===== src/rtl/alu_arbiter_pkg.sv =====
// rtl/alu_arbiter_pkg.sv - shared ALU opcode enum and datapath width for alu_arbiter
package alu_arbiter_pkg;

    localparam int DATA_W = 32;

    typedef enum logic [2:0] {
        ALU_ADD  = 3'b000,
        ALU_SLL  = 3'b001,
        ALU_SLT  = 3'b010,
        ALU_SLTU = 3'b011,
        ALU_XOR  = 3'b100,
        ALU_SRL  = 3'b101,
        ALU_OR   = 3'b110,
        ALU_AND  = 3'b111
    } alu_op_e;

endpackage


===== src/rtl/alu_arbiter_alu.sv =====
// rtl/alu_arbiter_alu.sv - combinational 32-bit ALU shared by the arbiter requesters
module alu_arbiter_alu
    import alu_arbiter_pkg::*;
(
    input  logic [DATA_W-1:0] a,
    input  logic [DATA_W-1:0] b,
    input  logic [2:0]        op,
    input  logic              sign,
    output logic [DATA_W-1:0] result
);

    always_comb begin
        result = '0;
        case (alu_op_e'(op))
            ALU_ADD:  result = sign ? (a - b) : (a + b);
            ALU_SLL:  result = a << b[4:0];
            ALU_SLT:  result = {{(DATA_W-1){1'b0}}, ($signed(a) < $signed(b))};
            ALU_SLTU: result = {{(DATA_W-1){1'b0}}, (a < b)};
            ALU_XOR:  result = a ^ b;
            ALU_SRL:  result = sign ? DATA_W'($signed(a) >>> b[4:0]) : (a >> b[4:0]);
            ALU_OR:   result = a | b;
            ALU_AND:  result = a & b;
            default:  result = '0;
        endcase
    end

endmodule


===== src/rtl/alu_arbiter.sv =====
// rtl/alu_arbiter.sv - two-requester arbiter over one shared ALU with a registered result; ALU_ARB_RR_EN selects round-robin
module alu_arbiter
    import alu_arbiter_pkg::*;
(
    input  logic              clk,
    input  logic              rst,
    input  logic              req0_valid,
    output logic              req0_ready,
    input  logic [DATA_W-1:0] req0_a,
    input  logic [DATA_W-1:0] req0_b,
    input  logic [2:0]        req0_op,
    input  logic              req0_sign,
    input  logic              req1_valid,
    output logic              req1_ready,
    input  logic [DATA_W-1:0] req1_a,
    input  logic [DATA_W-1:0] req1_b,
    input  logic [2:0]        req1_op,
    input  logic              req1_sign,
    output logic              rsp_valid,
    input  logic              rsp_ready,
    output logic              rsp_id,
    output logic [DATA_W-1:0] rsp_result
);

    logic              grant0;
    logic              grant1;
    logic              open;
    logic              xfer;
    logic [DATA_W-1:0] alu_a;
    logic [DATA_W-1:0] alu_b;
    logic [2:0]        alu_op;
    logic              alu_sign;
    logic [DATA_W-1:0] alu_result;

`ifdef ALU_ARB_RR_EN
    // rr_ptr names the requester that wins when both are valid
    logic rr_ptr;

    assign grant0 = req0_valid && (!req1_valid || !rr_ptr);
    assign grant1 = req1_valid && (!req0_valid || rr_ptr);

    always_ff @(posedge clk) begin
        if (rst) begin
            rr_ptr <= 1'b0;
        end else if (xfer) begin
            rr_ptr <= !grant1;
        end
    end
`else
    assign grant0 = req0_valid;
    assign grant1 = req1_valid && !req0_valid;
`endif

    assign open       = !rsp_valid || rsp_ready;
    assign req0_ready = grant0 && open && !rst;
    assign req1_ready = grant1 && open && !rst;
    assign xfer       = req0_ready || req1_ready;

    always_comb begin
        alu_a    = grant1 ? req1_a    : req0_a;
        alu_b    = grant1 ? req1_b    : req0_b;
        alu_op   = grant1 ? req1_op   : req0_op;
        alu_sign = grant1 ? req1_sign : req0_sign;
    end

    alu_arbiter_alu u_alu (
        .a      (alu_a),
        .b      (alu_b),
        .op     (alu_op),
        .sign   (alu_sign),
        .result (alu_result)
    );

    always_ff @(posedge clk) begin
        if (rst) begin
            rsp_valid  <= 1'b0;
            rsp_id     <= 1'b0;
            rsp_result <= '0;
        end else if (xfer) begin
            rsp_valid  <= 1'b1;
            rsp_id     <= grant1;
            rsp_result <= alu_result;
        end else if (rsp_ready) begin
            rsp_valid  <= 1'b0;
        end
    end

endmodule

===== config.mk =====
export PLATFORM = sky130hd
export DESIGN_NAME = alu_arbiter
export DESIGN_NICKNAME = d
export VERILOG_FILES = /design/src/rtl/alu_arbiter_pkg.sv /design/src/rtl/alu_arbiter_alu.sv /design/src/rtl/alu_arbiter.sv
export SDC_FILE = /design/constraint.sdc
export NUM_CORES = 1
export LEC_CHECK = 0
export CELL_PAD_IN_SITES_DETAIL_PLACEMENT = 2
export CELL_PAD_IN_SITES_GLOBAL_PLACEMENT = 2
export CORE_AREA = 2 2 190 192
export CTS_CLUSTER_DIAMETER = 40
export DETAILED_ROUTE_END_ITERATION = 8
export DIE_AREA = 0 0 192 194
export PLACE_DENSITY_LB_ADDON = 0.1
export SLEW_MARGIN = 0
export SYNTH_ARGS = -nofsm -noshare
export SYNTH_HDL_FRONTEND = slang
export SYNTH_HIERARCHICAL = 1
export SYNTH_SLANG_ARGS = --single-unit

===== constraint.sdc =====
create_clock -name clk -period 7.07 [get_ports clk]
set_input_delay 0.707 -clock clk [delete_from_list [all_inputs] [get_ports clk]]
set_output_delay 0.707 -clock clk [all_outputs]
set_load 0.01 [all_outputs]

==> images/placed.png <==
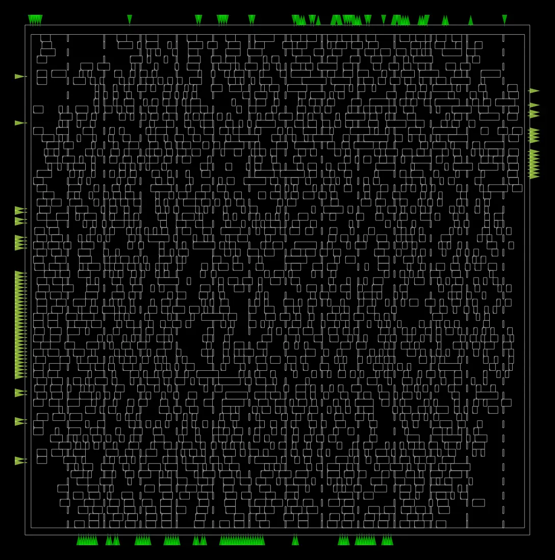
placement row count: 69
Layout Cells excl Fill: 2112
tapcell count: 461
final core area utilization: 36.77%

==> images/port_trees.png <==
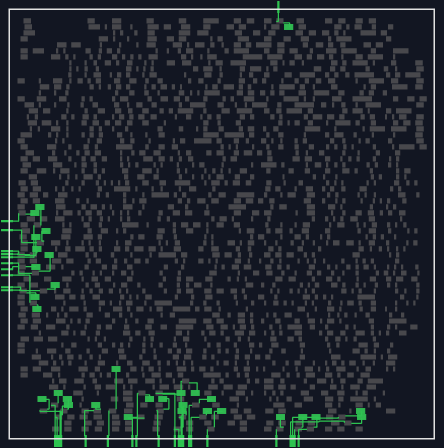
Green marks req1_a, bits 32, direction input, edge 21 bottom, 10 left, 1 top, end cells 32, buffers 32, wire 659 um.
Port Buffer Count: 176
I/O pin count: 177

==> run_results.csv <==
group,metric,value,unit
sta,final-setup-viol-count,0,
layout,antennaDiodeCount,0,
global_route,grt_antenna_before_repair,0,
pwr,power.static_leakage,5.464,nW
die,area_inside_the_core_boundary,0.03522,mm2
pwr,vdd.ir_drop.worst,0.00008987,V
setup_path,critical_path.n_buffers_inverters,2,
die,die_height,194,um
setup_path,slowest_cell_on_the_critical_path,"sky130_fd_sc_hd__a21oi_1",
sta,layout_min_cycle_time,5753,ps
clock_network,root_buffer,"sky130_fd_sc_hd__clkbuf_16",
hold_path,holdCritPathClass,"flop to flop",
logic_synthesis,synth-warning-count,6,
logic_synthesis,synth-area-yosys,0.01077,mm2
logic_synthesis,syn_nets,1810,
routing,detail_route.wl_per_cell,28.17,um
sta,setup_total_negative_slack,0,ps
die,fp.dieArea,0.03725,mm2
global_route,grt.total_usage,31.30,%
layout,area_growth_syn_to_layout,20.22,%
clock_network,number_of_cts_inserted_buffers,5,
logic_synthesis,largest_area_cell,"sky130_fd_sc_hd__ha_1",
logic_synthesis,common_cells,"sky130_fd_sc_hd__nor2_1 (167), sky130_fd_sc_hd__o21ai_0 (148), sky130_fd_sc_hd__a21oi_1 (134)",
run_status,run_status,"finished, final reports clean",
run,tool_warnings,91,
routing,ant_nets,0,
logic_synthesis,ys_top_cells_by_area,"sky130_fd_sc_hd__ha_1 (11%), sky130_fd_sc_hd__mux2i_1 (8.4%), sky130_fd_sc_hd__mux2_2 (7.2%)",
clock_network,clock-sinks,34,
placed_design,detailed_place.area,0.01278,mm2
setup_path,cpLargestDelayFamily,"AND-OR/OR-AND gates",
sta,grt_setup_unrepaired,"false",
layout,postLayoutCellArea,0.01295,mm2
logic_synthesis,top_area_share,11.27,%
-- layer usage --
layer	wire [um]	GRT usage (%)
met1	26980	43.32
met2	26630	49.41
met3	3648	4.253
met4	2227	11.03
met5	0	0
-- placed cells by master (no fill, tap or decap), types with 34 or more instances in the layout --
cell	Yosys	routed
sky130_fd_sc_hd__clkdlybuf4s50_1	0	176
sky130_fd_sc_hd__nor2_1	167	164
sky130_fd_sc_hd__o21ai_0	148	148
sky130_fd_sc_hd__a21oi_1	134	134
sky130_fd_sc_hd__nand2_1	132	132
sky130_fd_sc_hd__inv_1	112	110
sky130_fd_sc_hd__ha_1	97	97
sky130_fd_sc_hd__mux2i_1	90	90
sky130_fd_sc_hd__mux2_2	69	68
sky130_fd_sc_hd__o211ai_1	63	63
sky130_fd_sc_hd__nand4_1	36	36
sky130_fd_sc_hd__dfxtp_1	34	34
-- kinds of logic after synthesis --
group                      count (synthesis)  synth area share (%)
AOI/OAI and AO/OA                        534                 32.26
DFF                                       34                 6.318
and+or+nand+nor                          452                 19.13
muxes                                    181                 19.55
adders and majority gates                 99                 11.64
buffers and inverters                    246                 9.152
xor gates and xnor gates                  24                 1.951
-- registers in the layout (all words and copies together) (netlist names) --
register and count:
rsp_result 32, rsp_id 1, rsp_valid 1
-- final timing paths --
check / startpoint / end / slack [ps] / cells past startpoint
worst max-delay path: req0_valid / rsp_result[21]$_SDFFE_PP0P_ / 1320 / 16
worst min-delay path: rsp_result[6]$_SDFFE_PP0P_ / rsp_result[6]$_SDFFE_PP0P_ / 490 / 2
worst max register to register: rsp_valid$_SDFFE_PP0P_ / rsp_result[8]$_SDFFE_PP0P_ / 5830 / 4
worst min register to register: rsp_result[6]$_SDFFE_PP0P_ / rsp_result[6]$_SDFFE_PP0P_ / 490 / 2
-- final cells by class --
cell class	count	area, um2	share of cell area [%]
Multi-Input combinational cell	1290	9120	70.42
Timing Repair Buffer	205	1979	15.28
Sequential cell	34	680.7	5.256
Tap cell	461	576.8	4.454
Inverter	114	427.9	3.304
Clock buffer	8	166.4	1.285
-- worst register-to-register path: stages, from the launching register on --
cell,delay [ps]
sky130_fd_sc_hd__dfxtp_1,340
sky130_fd_sc_hd__nor2b_2,140
sky130_fd_sc_hd__buf_4,380
sky130_fd_sc_hd__o211ai_1,200
sky130_fd_sc_hd__nand2_1,130
-- power breakdown --
part / leakage, nW / internal (mW) / switching, mW / total [mW]
clock network: 0.0832 / 0.160 / 0.0929 / 0.253
registers: 0.279 / 0.213 / 0.0178 / 0.230
logic: 5.10 / 0.515 / 0.954 / 1.47
-- through the flow --
stage               total power [mW]  setup WS [ps]  cells  hold WS [ps]
finish                         1.953           1317   2112         490.6
global route                   2.056           1141   2112         533.5
CTS                            1.921           1503   2112         501.5
detailed placement             1.659           1212   2104         491.8
global placement               1.636           1278   2104         481.2
floorplan                      1.085           1830   1570         508.1
Power is estimated from default activity; no workload was simulated.
